**config.mk**
```make
export PLATFORM = sky130hd
export DESIGN_NAME = ibex_register_file_fpga_scrub
export DESIGN_NICKNAME = d
export VERILOG_FILES = /design/src/rtl/ibex_register_file_fpga_scrub.sv
export SDC_FILE = /design/constraint.sdc
export NUM_CORES = 1
export LEC_CHECK = 0
export CORE_UTILIZATION = 55
export CTS_CLUSTER_DIAMETER = 200
export DETAILED_ROUTE_END_ITERATION = 7
export PLACE_DENSITY = 0.78
export SYNTH_ARGS = -nofsm -noshare
export SYNTH_HDL_FRONTEND = slang
export SYNTH_SLANG_ARGS = --single-unit
```
**constraint.sdc**
```tcl
create_clock -name clk_i -period 5.8 [get_ports clk_i]
set_input_delay 0.87 -clock clk_i [delete_from_list [all_inputs] [get_ports clk_i]]
set_output_delay 0.87 -clock clk_i [all_outputs]
set_load 0.01 [all_outputs]
```
**src/rtl/ibex_register_file_fpga_scrub.sv**
```systemverilog
// Ibex FPGA register file with N async read ports, one write port and a
// hardware scrub engine that rewrites every word with WordResetVal.
module ibex_register_file_fpga_scrub #(
  parameter bit                    RV32E        = 1'b0,
  parameter int unsigned           DataWidth    = 32,
  parameter int unsigned           NumReadPorts = 2,
  parameter bit                    WriteBypass  = 1'b0,
  parameter bit                    WrenCheck    = 1'b0,
  parameter logic [DataWidth-1:0]  WordResetVal = '0,
  parameter logic [DataWidth-1:0]  WordZeroVal  = '0
) (
  input  logic                             clk_i,
  input  logic                             rst_ni,
  input  logic [NumReadPorts*5-1:0]        raddr_i,
  output logic [NumReadPorts*DataWidth-1:0] rdata_o,
  input  logic [4:0]                       waddr_a_i,
  input  logic [DataWidth-1:0]             wdata_a_i,
  input  logic                             we_a_i,
  input  logic                             scrub_req_i,
  output logic                             scrub_busy_o,
  output logic                             scrub_done_o,
  output logic                             err_o
);

  localparam int unsigned          AddrWidth = RV32E ? 4 : 5;
  localparam int unsigned          NumWords  = 2 ** AddrWidth;
  localparam logic [AddrWidth-1:0] LastPtr   = AddrWidth'(NumWords - 1);

  typedef enum logic {
    IDLE,
    SCRUB
  } state_e;

  state_e                 state;
  logic [AddrWidth-1:0]   ptr;
  logic [NumWords-1:0]    valid;
  logic [DataWidth-1:0]   mem [NumWords];

  logic [AddrWidth-1:0]   waddr;
  logic [AddrWidth-1:0]   mem_addr;
  logic [DataWidth-1:0]   mem_wdata;
  logic                   core_we;
  logic                   scrub_step;
  logic                   scrub_we;
  logic                   mem_we;

  // Bit 4 of every address is dropped in RV32E.
  logic                   unused_addr_bits;
  assign unused_addr_bits = ^{raddr_i, waddr_a_i};

  assign waddr      = waddr_a_i[AddrWidth-1:0];
  assign core_we    = we_a_i && (waddr != '0);
  assign scrub_step = (state == SCRUB) && !core_we;
  assign scrub_we   = scrub_step && !valid[ptr];

  // Single RAM write port: a core write takes priority and stalls the scrub.
  assign mem_we    = core_we || scrub_we;
  assign mem_addr  = core_we ? waddr : ptr;
  assign mem_wdata = core_we ? wdata_a_i : WordResetVal;

  always_ff @(posedge clk_i) begin
    if (mem_we) begin
      mem[mem_addr] <= mem_wdata;
    end
  end

  always_ff @(posedge clk_i) begin
    if (!rst_ni) begin
      state        <= SCRUB;
      ptr          <= AddrWidth'(1);
      valid        <= '0;
      scrub_busy_o <= 1'b1;
      scrub_done_o <= 1'b0;
    end else begin
      scrub_done_o <= 1'b0;
      if (core_we) begin
        valid[waddr] <= 1'b1;
      end
      unique case (state)
        IDLE: begin
          if (scrub_req_i) begin
            // Later assignment wins: a same-cycle core write stays invalid.
            state        <= SCRUB;
            ptr          <= AddrWidth'(1);
            valid        <= '0;
            scrub_busy_o <= 1'b1;
          end
        end
        SCRUB: begin
          if (scrub_step) begin
            ptr <= ptr + AddrWidth'(1);
            if (ptr == LastPtr) begin
              state        <= IDLE;
              scrub_busy_o <= 1'b0;
              scrub_done_o <= 1'b1;
            end
          end
        end
        default: state <= IDLE;
      endcase
    end
  end

  for (genvar p = 0; p < NumReadPorts; p++) begin : g_rd
    logic [AddrWidth-1:0] ra;
    logic [DataWidth-1:0] rd;

    assign ra = raddr_i[5*p +: AddrWidth];

    always_comb begin
      rd = mem[ra];
      if (ra == '0) begin
        rd = WordZeroVal;
      end else if (WriteBypass && core_we && (waddr == ra)) begin
        rd = wdata_a_i;
      end else if (!valid[ra]) begin
        rd = WordResetVal;
      end
    end

    assign rdata_o[DataWidth*p +: DataWidth] = rd;
  end

  if (WrenCheck) begin : g_wren_check
    assign err_o = mem_we && !(core_we || scrub_we);
  end else begin : g_no_wren_check
    assign err_o = 1'b0;
  end

endmodule

```
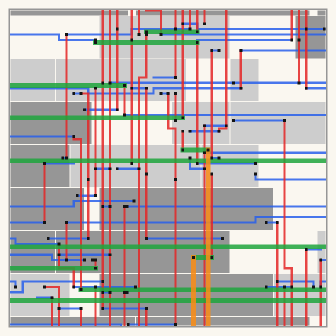
(images/zoom.png)
Region (217, 217) to (237, 237) µm. Cells in grey, sequential cells in the stronger grey; small squares are vias.
[orange] met4
[blue] met1
[red] met2
[green] met3
cells with their middle in the window: 10
netlist names of flops here include: mem (3)
sequential cells in the window: 3
most frequent: mux4_2 (3), edfxtp_1 (3), mux2i_1 (2)

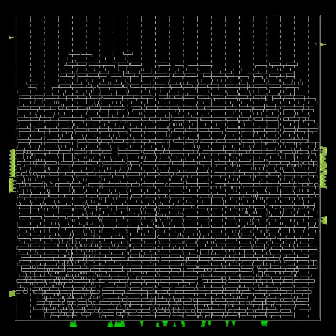
(images/final_placement.png)
# rows: 110
core area: 89900 µm²
flop count: 1064
Util after Layout: 62.6%
sequential cell area share: 56.1%

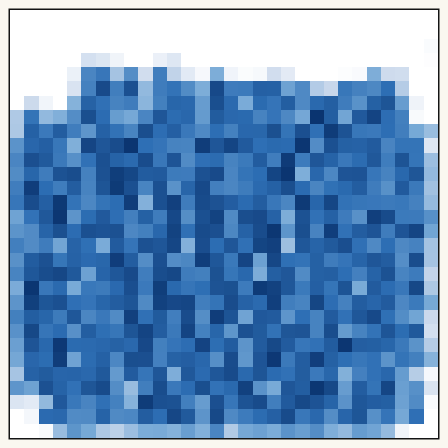
(images/density.png)
30 x 30 tiles, from white (low) to dark blue (high), 0 to 100% covered.
mean over tiles: 60%
fullest tile: 98%
tiles over 75% full: 41%
nearly empty tiles: 16%
floorplan utilization: 55.5%

==> reports/metrics.yaml <==
outcome: "complete, no violations"
yosys_most_used_dff: "edfxtp_1"
antenna_found_initial: 4
path_buffers: 2
ys_warn_count: 0
grt_max_degree: 113
yosysTopAreaCellShare_pct: 61.7
p_sw_share_pct: 22.3
most_common_cell: "edfxtp_1"
drive_above_1_share_pct: 31.4
fin_tns_setup_ps: 0
fin_nets: 2658
h-tree-depth: 3
post-route-drc-count: 0
regToRegEndpoint: "mem[4][29]"
fin_ws_ps: 1050
gr-usage-met1_pct: 40.6
final_antenna_net_count: 0
topCombFamilyByArea: "multiplexers"
ys_sh_aoi_pct: 3.35
ys_seq_share_pct: 63.3
grt_util_met2_pct: 48.4
cp_top_family: "buffers and inverters"
fp_nets: 2553
fin_crit_ps: 4750
drtIter0Drc: 3633
dieArea_um2: 91900
cts_setup_buffers: 0
dr_wl_met2_mm: 66.1
r2r_cells: 6
slew_viol_final: 0
netlist_area_um2: 49900
dp.cells: 3674
topCellsByArea: "edfxtp_1 (62%), mux4_2 (24%), mux2i_1 (5.4%), o22ai_1 (1.6%), dfxtp_1 (1.6%)"
grt.busiest_layer: "met2"
period_used_pct: 81.9
n_antenna_cell: 1
hp-class: "reg2reg"
pin_count: 118
cp-startpoint: "raddr_i[9]"
cp-end-kind: "output port"
ys_cells: 2500
syn_avg_cell_area_um2: 19.9
hpwl_mm: 77.3
lay_top_count: "edfxtp_1"
clockRootBuffer: "clkbuf_16"
clock_area_share_pct: 6.45
top_area_cell: "edfxtp_1"
crit_top_cell: "clkdlybuf4s50_1"
start_kind: "input pin"
cts.sink_count: 1064
comb_area_share_pct: 31.2
synthTopCellsByCount: "edfxtp_1 (1024), mux4_2 (532), mux2i_1 (270), o22ai_1 (130), clkbuf_1 (107)"
place_area_um2: 52600
grt_pass1_wl_mm: 200
num_vias: 28300
flop_area_um2: 31600
max-cap-violations: 0
power_leakage_nw: 18.2
clkbuf_count: 122
synth_chip_area_um2: 49900
timing.rr.start: "ptr[2]"
worstPathCellList: "clkdlybuf4s50_1 -> nand2b_2 -> o22ai_1 -> o21a_1 -> clkdlybuf4s50_1"
worst-setup-path-type: "in2out"
die_w_um: 303
cts_tree: "done"
wl_met3_mm: 16.6
post_cts_resized: 0
synthArstFlopShare_pct: 0
buffer_area_share_pct: 3.56
## power by group through the flow
stage / combinational (mW) / sequential (mW) / clock, mW
6_report: 1.49 / 8.62 / 7.17
5_1_grt: 1.55 / 8.62 / 7.51
4_1_cts: 1.48 / 8.62 / 7.23
3_5_place_dp: 1.47 / 8.78 / 0
3_3_place_gp: 1.44 / 8.76 / 0
2_1_floorplan: 0.987 / 8.75 / 0
## worst min-delay path by stage
stage                 startpoint           end  slack [ps]
floorplan               valid[0]      valid[0]         450
global placement    scrub_busy_o  scrub_busy_o         440
detailed placement  scrub_busy_o  scrub_busy_o         440
CTS                 scrub_busy_o  scrub_busy_o         450
global route        scrub_busy_o  scrub_busy_o         460
finish              scrub_busy_o  scrub_busy_o         450
No activity file was given, so power comes from the tool's default toggle rates.
